===== config.mk =====
export PLATFORM = sky130hd
export DESIGN_NAME = fetch_unit_flat
export DESIGN_NICKNAME = d
export VERILOG_FILES = /design/src/rtl/fetch_pkg.sv /design/src/rtl/fetch_unit_if.sv /design/src/rtl/fetch_queue.sv /design/src/rtl/fetch_unit.sv /design/src/flat_wrapper.sv
export SDC_FILE = /design/constraint.sdc
export NUM_CORES = 1
export LEC_CHECK = 0
export ABC_AREA = 1
export CORE_ASPECT_RATIO = 0.9
export CORE_UTILIZATION = 39
export CTS_CLUSTER_DIAMETER = 150
export DETAILED_ROUTE_END_ITERATION = 16
export PLACE_DENSITY = 0.58
export SLEW_MARGIN = 20
export SYNTH_ARGS = -nofsm -noshare
export SYNTH_HDL_FRONTEND = slang
export SYNTH_SLANG_ARGS = --single-unit

===== constraint.sdc =====
create_clock -name clk -period 12.7 [get_ports clk]
set_input_delay 1.27 -clock clk [delete_from_list [all_inputs] [get_ports clk]]
set_output_delay 1.27 -clock clk [all_outputs]
set_load 0.01 [all_outputs]

===== src/rtl/fetch_pkg.sv =====
// Shared types and constants for the instruction fetch stage.
// The optional branch predecode is enabled by defining FETCH_PREDECODE_B_EN.
package fetch_pkg;

    localparam int PC_W    = 64;
    localparam int INSTR_W = 32;
    localparam logic [5:0] OPC_B = 6'b000101;

    typedef struct packed {
        logic [PC_W-1:0]    pc;
        logic [INSTR_W-1:0] instr;
        logic               pred_taken;
    } fetch_entry_t;

    // Target of an unconditional B: pc + sign-extended imm26 in words.
    function automatic logic [PC_W-1:0] b_target(input logic [PC_W-1:0]    pc,
                                                 input logic [INSTR_W-1:0] instr);
        return pc + {{(PC_W-28){instr[25]}}, instr[25:0], 2'b00};
    endfunction

endpackage


===== src/rtl/fetch_unit_if.sv =====
// Fetch-stage bus: instruction memory port, redirect input and decode handshake.
// The master modport is the fetch unit itself.
interface fetch_unit_if
    import fetch_pkg::*;
#(
    parameter int DEPTH = 4
);
    logic [PC_W-1:0]            imem_addr;
    logic [INSTR_W-1:0]         imem_rdata;
    logic                       redirect_valid;
    logic [PC_W-1:0]            redirect_pc;
    logic                       out_valid;
    logic                       out_ready;
    logic [INSTR_W-1:0]         out_instr;
    logic [PC_W-1:0]            out_pc;
    logic [PC_W-1:0]            out_basicAddress;
    logic                       out_pred_taken;
    logic [$clog2(DEPTH+1)-1:0] occupancy;

    modport master (
        output imem_addr, out_valid, out_instr, out_pc, out_basicAddress,
               out_pred_taken, occupancy,
        input  imem_rdata, redirect_valid, redirect_pc, out_ready
    );

    modport slave (
        input  imem_addr, out_valid, out_instr, out_pc, out_basicAddress,
               out_pred_taken, occupancy,
        output imem_rdata, redirect_valid, redirect_pc, out_ready
    );
endinterface


===== src/rtl/fetch_queue.sv =====
// Circular FIFO of fetched {pc, instr, pred_taken} entries.
// Callers guarantee push only when not full or popping in the same cycle.
module fetch_queue
    import fetch_pkg::*;
#(
    parameter int DEPTH = 4
) (
    input  logic                       clk,
    input  logic                       reset,
    input  logic                       push,
    input  logic                       pop,
    input  logic                       flush,
    input  fetch_entry_t               wr_entry,
    output fetch_entry_t               head_entry,
    output logic [$clog2(DEPTH+1)-1:0] count
);
    localparam int PTR_W = $clog2(DEPTH);
    localparam int CNT_W = $clog2(DEPTH+1);

    fetch_entry_t     mem [DEPTH];
    logic [PTR_W-1:0] head;
    logic [PTR_W-1:0] tail;

    always_ff @(posedge clk) begin
        if (reset) begin
            head  <= '0;
            tail  <= '0;
            count <= '0;
            for (int i = 0; i < DEPTH; i++) begin
                mem[i] <= '0;
            end
        end else if (flush) begin
            head  <= '0;
            tail  <= '0;
            count <= '0;
        end else begin
            if (push) begin
                mem[tail] <= wr_entry;
                tail      <= tail + PTR_W'(1);
            end
            if (pop) begin
                head <= head + PTR_W'(1);
            end
            count <= count + CNT_W'(push) - CNT_W'(pop);
        end
    end

    assign head_entry = mem[head];

endmodule


===== src/rtl/fetch_unit.sv =====
// Instruction fetch stage: PC register, next-PC selection and decode-side queue.
// Define FETCH_PREDECODE_B_EN to follow unconditional B instructions at fetch.
module fetch_unit
    import fetch_pkg::*;
#(
    parameter int              DEPTH    = 4,
    parameter logic [PC_W-1:0] RESET_PC = '0
) (
    input  logic          clk,
    input  logic          reset,
    fetch_unit_if.master  bus
);
    localparam int CNT_W = $clog2(DEPTH+1);

    logic [PC_W-1:0]  pc;
    logic [PC_W-1:0]  next_pc;
    logic             pred;
    logic             push;
    logic             pop;
    logic             full;
    logic [CNT_W-1:0] count;
    fetch_entry_t     wr_entry;
    fetch_entry_t     head_entry;
    logic             unused_redirect_lsb;

    assign unused_redirect_lsb = ^bus.redirect_pc[1:0];

    assign full = (count == CNT_W'(DEPTH));
    assign pop  = bus.out_valid & bus.out_ready;
    // A full queue still fetches when decode drains the head this cycle.
    assign push = !reset & !bus.redirect_valid & (!full | pop);

    always_comb begin
        pred    = 1'b0;
        next_pc = pc + PC_W'(4);
`ifdef FETCH_PREDECODE_B_EN
        if (bus.imem_rdata[31:26] == OPC_B) begin
            pred    = 1'b1;
            next_pc = b_target(pc, bus.imem_rdata);
        end
`endif
    end

    always_ff @(posedge clk) begin
        if (reset) begin
            pc <= RESET_PC;
        end else if (bus.redirect_valid) begin
            pc <= {bus.redirect_pc[PC_W-1:2], 2'b00};
        end else if (push) begin
            pc <= next_pc;
        end
    end

    assign wr_entry = '{pc: pc, instr: bus.imem_rdata, pred_taken: pred};

    fetch_queue #(.DEPTH(DEPTH)) u_queue (
        .clk        (clk),
        .reset      (reset),
        .push       (push),
        .pop        (pop),
        .flush      (bus.redirect_valid),
        .wr_entry   (wr_entry),
        .head_entry (head_entry),
        .count      (count)
    );

    assign bus.imem_addr        = pc;
    assign bus.out_valid        = (count != '0);
    assign bus.out_instr        = head_entry.instr;
    assign bus.out_pc           = head_entry.pc;
    assign bus.out_basicAddress = head_entry.pc + PC_W'(4);
    assign bus.out_pred_taken   = head_entry.pred_taken;
    assign bus.occupancy        = count;

endmodule


===== src/flat_wrapper.sv =====
// flat-port wrapper written by rule: the top's interface ports become plain ports
module fetch_unit_flat import fetch_pkg::*;
#(
    parameter int              DEPTH    = 4,
    parameter logic [PC_W-1:0] RESET_PC = '0
)
  (clk, reset, bus_imem_addr, bus_out_valid, bus_out_instr, bus_out_pc, bus_out_basicAddress, bus_out_pred_taken, bus_occupancy, bus_imem_rdata, bus_redirect_valid, bus_redirect_pc, bus_out_ready);
  fetch_unit_if #(.DEPTH(DEPTH)) bus_i ();
  input  logic clk;
  input  logic reset;
  output wire logic [$bits(bus_i.imem_addr)-1:0] bus_imem_addr;
  output wire logic [$bits(bus_i.out_valid)-1:0] bus_out_valid;
  output wire logic [$bits(bus_i.out_instr)-1:0] bus_out_instr;
  output wire logic [$bits(bus_i.out_pc)-1:0] bus_out_pc;
  output wire logic [$bits(bus_i.out_basicAddress)-1:0] bus_out_basicAddress;
  output wire logic [$bits(bus_i.out_pred_taken)-1:0] bus_out_pred_taken;
  output wire logic [$bits(bus_i.occupancy)-1:0] bus_occupancy;
  input wire logic [$bits(bus_i.imem_rdata)-1:0] bus_imem_rdata;
  input wire logic [$bits(bus_i.redirect_valid)-1:0] bus_redirect_valid;
  input wire logic [$bits(bus_i.redirect_pc)-1:0] bus_redirect_pc;
  input wire logic [$bits(bus_i.out_ready)-1:0] bus_out_ready;
  assign bus_imem_addr = bus_i.imem_addr;
  assign bus_out_valid = bus_i.out_valid;
  assign bus_out_instr = bus_i.out_instr;
  assign bus_out_pc = bus_i.out_pc;
  assign bus_out_basicAddress = bus_i.out_basicAddress;
  assign bus_out_pred_taken = bus_i.out_pred_taken;
  assign bus_occupancy = bus_i.occupancy;
  assign bus_i.imem_rdata = bus_imem_rdata;
  assign bus_i.redirect_valid = bus_redirect_valid;
  assign bus_i.redirect_pc = bus_redirect_pc;
  assign bus_i.out_ready = bus_out_ready;
  fetch_unit #(.DEPTH(DEPTH), .RESET_PC(RESET_PC)) u_core (.clk(clk), .reset(reset), .bus(bus_i));
endmodule

==> run_1/congestion.png <==
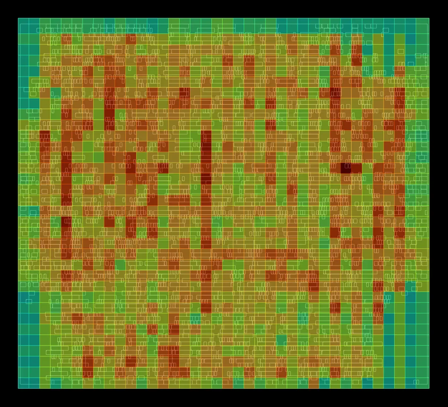
GRT busiest layer: met2
met2 GRT Util: 0.420
met1 Use GR: 0.399

==> run_1/logic_types.png <==
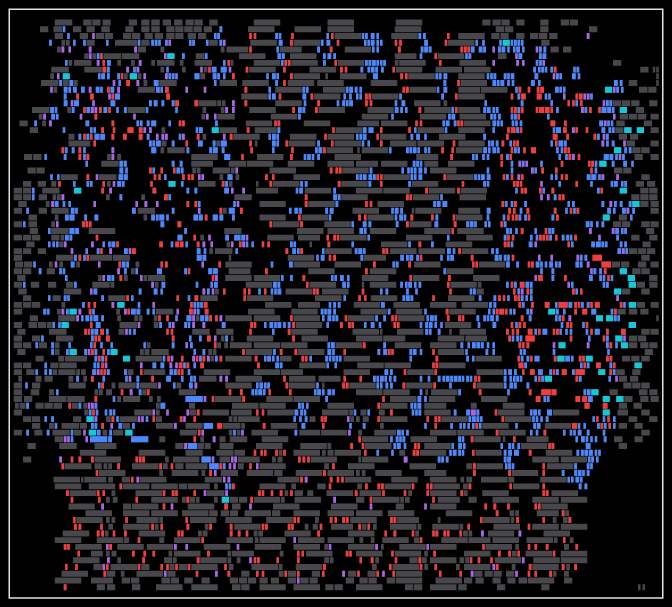
| color | family | cells |
|---|---|---|
| blue | nand cells | 1199 |
| purple | inv cells | 239 |
| cyan | xor and xnor cells | 47 |
| red | nor cells | 770 |
most numerous logic cell after layout: nand2_1
combinational share of cell area: 0.334
non-filler cells, final: 4159

==> run_1/clk_routes.png <==
Scale bar: 100 um.
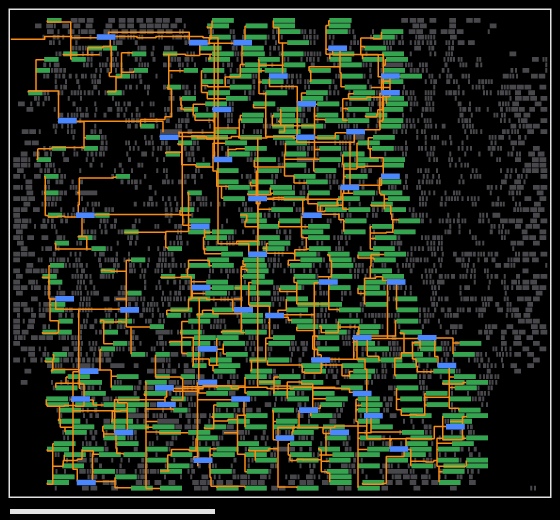
[green] flip-flops | count: 447
[blue] clock drivers | count: 49
[orange] clock wires | length: 5920 um
routed clock nets: 50
clk pwr: 1.51 mW
Clock Latency Late Sink: 0.59 ns
skew final: 0.0157 ns
clock share of power: 0.413

==> Changelog: implementation, run 1 <==
### Metrics

* Final hold violations at 0
* Combinational power at between 400 and 500 uW
* Startpoint types: flip-flop
* Die height at roughly 240 um
* Cts hold-fix bufs at 0
* Setup TNS at 0 ns
* Wire length on met3 at 6.91 mm
* Status: completed
* DP Wirelength at between 50 and 60 mm
* Post-synth ARST share at 0
* Min cycle time layout at 6.88 ns
* Vias per inst at 5.28
* Cell variety after synth at 39
* Iteration-0 DRC Markers at between 2000 and 2500
* Arr. time, crit path at 5.61 ns
* Floorplan Utilization at 0.398
* R2R Path End: u_core.u_queue.mem[0][64]$_SDFFCE_PN0P_
* YS chip area at 24100 um^2
* TritonRoute pass-1 iters at 6
* Number of enable flip-flop cells at 376
* Clock tree sinks at between 400 and 500
* DR WL met2 at 38.7 mm
* Post-DRT Antenna Nets at 0
* Invs w/o clock at ~240
* I/O pin cnt at roughly 330
* CTS tree: done
* Max VDD drop at 0.0000899 V
* Clock network area share at 0.0576
* Post-layout util at 0.488
* Post-Synth Simple-Gate Area at 0.331
* Avg WL per Cell at roughly 21 um
* Pwr Density at between 100 and 150 nW/um^2
* Top layer in use: met4
* RSZ-0062 raised after global routing: no
* Flop share of the area at 0.432
* Worst slew pin tran at 1.06 ns
* Clock Path Buffers at 3
* Share of cells above drive strength 1 at 0.0450
* Pin count of the biggest net entering global routing at about 95
* Synth Cell Area at about 24000 um^2
* Design Area, Final at between 20000 and 30000 um^2
* Non-clk buf share at 0.112
* Buf/Inv on CP at 4
* Final WS setup at 5.82 ns
* Bufs w/o clock at 336
* Core Region at slightly above 60000 um^2
* CP endpoint: bus_out_basicAddress[31]
* Root Driver: clkbuf_16
* WL final at just under 90 mm
* Placed cell area at 27800 um^2
* Main power group: sequential cells
* X dimension of the die at roughly 260 um
* Cycle use final at 0.542
* Number of H-tree levels at 2
* Switching part of the total at 0.253
* Largest cell class by area: registers
* Ao+oa area frac at 0.0530
* Yosys warns at 0
* Syn avg cell area at between 7 and 8 um^2
* Tap Count at ~780
* Crit-path cells: inv_4 > buf_4 > buf_4 > nand2_1 > nand3_1 > nand2_1 > nor2_2 > nand2_2 > nor2_2 > nand2_1 > nor2_2 > xor2_1 > clkdlybuf4s50_1
* DP Cell Count at slightly above 4000
* Dpl ws at between 6 and 7 ns
* CP max-delay cell: buf_4
* Vias in the first global route at roughly 21000
* Post-CTS sizing at 0
* Port Buf Inserts at about 320
* MaxCap Viol Count at 0
* Final setup vio count at 0
* Synth flops at between 400 and 500
* Synth top cells by count: nand2_1, nor2_1, edfxtp_1, inv_1, nand3_1
* P_seq at roughly 1.7 mW
* Static Leakage at approximately 11 nW
==> run 1 -> run 2 <==
Settings changed: PLACE_DENSITY 0.58 to 0.6.
Clock period 12.7 ns to 5.7 ns, I/O delays scaled along.
==> run_2/placement_by_type.png <==
Scale bar: 100 um.
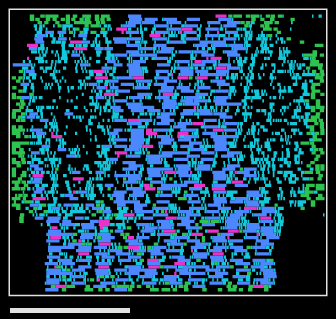
| color | class | cells | share of their area |
|---|---|---|---|
| blue | sequential cells | 447 | 45% |
| magenta | clock drivers and dummy loads | 85 | 5.4% |
| cyan | combinational and other logic | 2503 | 38% |
| green | remaining buffers and delay cells | 350 | 12% |
post-layout util: 0.487
Core Region: 60400 um^2
Design Area, Final: 29400 um^2
flop share of the area: 0.432

==> run_2/congestion.png <==
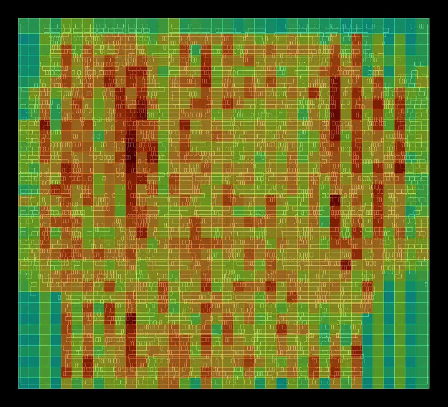
met3 GRT Util: 0.0491
Avg WL per Cell: 20.4 um

==> run 2 against run 1 <==
  * Sequential power rose by 120%
  * Critical endpoint is now bus_out_basicAddress[28]
  * Global-route usage shrank 0.56 points
  * Highest routed layer is now met5
  * Largest cell class unchanged
  * Critical path type unchanged
  * Sequential share of layout area increased by 0.064 points
  * Largest power group unchanged
  * Clock-buffer cell count rose by 1
==> Changelog: implementation, run 2 <==
### Metrics

* Status: completed
* Syn avg cell area at 7.80 um^2 (unchanged)
* Met2 GRT Util at 0.413 (-0.00688)
* MaxCap Viol Count at 0 (unchanged)
* Wire length on met3 at 6.76 mm (-2.2%)
* Ao+oa area frac at 0.0530 (unchanged)
* Clock Path Buffers at 3 (unchanged)
* Cell variety after synth at 39 (unchanged)
* Pin count of the biggest net entering global routing at 90 (-5.3%)
* Bufs w/o clock at 350 (+4.2%)
* Static Leakage at 11.4 nW (about the same)
* Pwr Density at 267 nW/um^2 (+110%)
* Share of cells above drive strength 1 at 0.0484 (+0.00343)
* Largest cell class by area: registers
* DR WL met2 at 37.9 mm (-1.9%)
* Arr. time, crit path at 4.17 ns (-1.44 ns)
* Combinational share of cell area at 0.334 (-0.000480)
* Tap Count at 783 (unchanged)
* Top layer in use: met5
* DP Cell Count at 4083 (+0.34%)
* Synth top cells by count: nand2_1, nor2_1, edfxtp_1, inv_1, nand3_1
* Number of enable flip-flop cells at 376 (unchanged)
* Number of H-tree levels at 2 (unchanged)
* Invs w/o clock at 239 (unchanged)
* Vias in the first global route at 20600 (-0.49%)
* Min cycle time layout at 4.74 ns
* Post-CTS sizing at 0 (unchanged)
* I/O pin cnt at 329 (unchanged)
* Root Driver: clkbuf_16
* Non-filler cells, final at 4170 (+0.26%)
* Worst slew pin tran at 1.01 ns (-0.0508 ns)
* YS chip area at 24100 um^2 (unchanged)
* Iteration-0 DRC Markers at 1913 (-15%)
* Cycle use final at 0.831
* RSZ-0062 raised after global routing: no
* CTS tree: done
* Crit-path cells: inv_4 > buf_12 > nand2_1 > nand3_1 > nand2_1 > nor2_1 > nand2_1 > nor2_1 > nand2_1 > nor2_4 > xor2_1 > clkdlybuf4s50_1
* TritonRoute pass-1 iters at 5 (-1)
* Max VDD drop at 0.000197 V (+120%)
* Final WS setup at 0.961 ns (-4.86 ns)
* Met1 Use GR at 0.376 (-0.0227)
* Vias per inst at 5.24 (-0.74%)
* Startpoint types: flip-flop
* Placed cell area at 27900 um^2 (+0.41%)
* R2R Path End: u_core.u_queue.mem[2][36]$_SDFFCE_PN0P_
* Die height at 238 um (unchanged)
* CP endpoint: bus_out_basicAddress[28]
* Cts hold-fix bufs at 0 (unchanged)
==> run_2/clk_routes.png <==
Scale bar: 100 um.
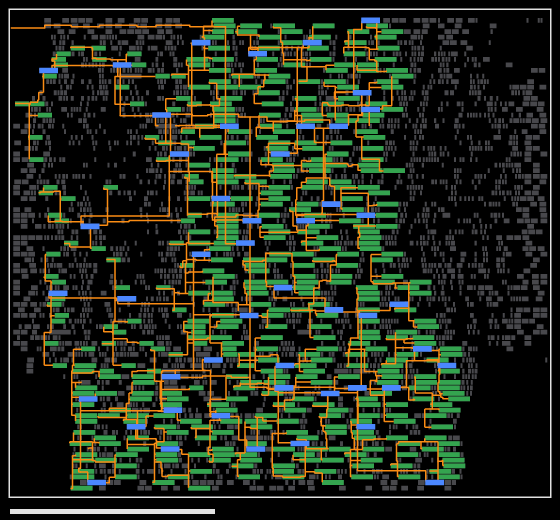
[blue] clock drivers | count: 48
[green] flip-flops | count: 447
[orange] clock wires | length: 5620 um
routed clock nets: 49
Clock Latency Late Sink: 0.61 ns
clk pwr: 3.05 mW
clock share of power: 0.389
skew final: 0.0268 ns

Power is estimated from default activity; no workload was simulated.
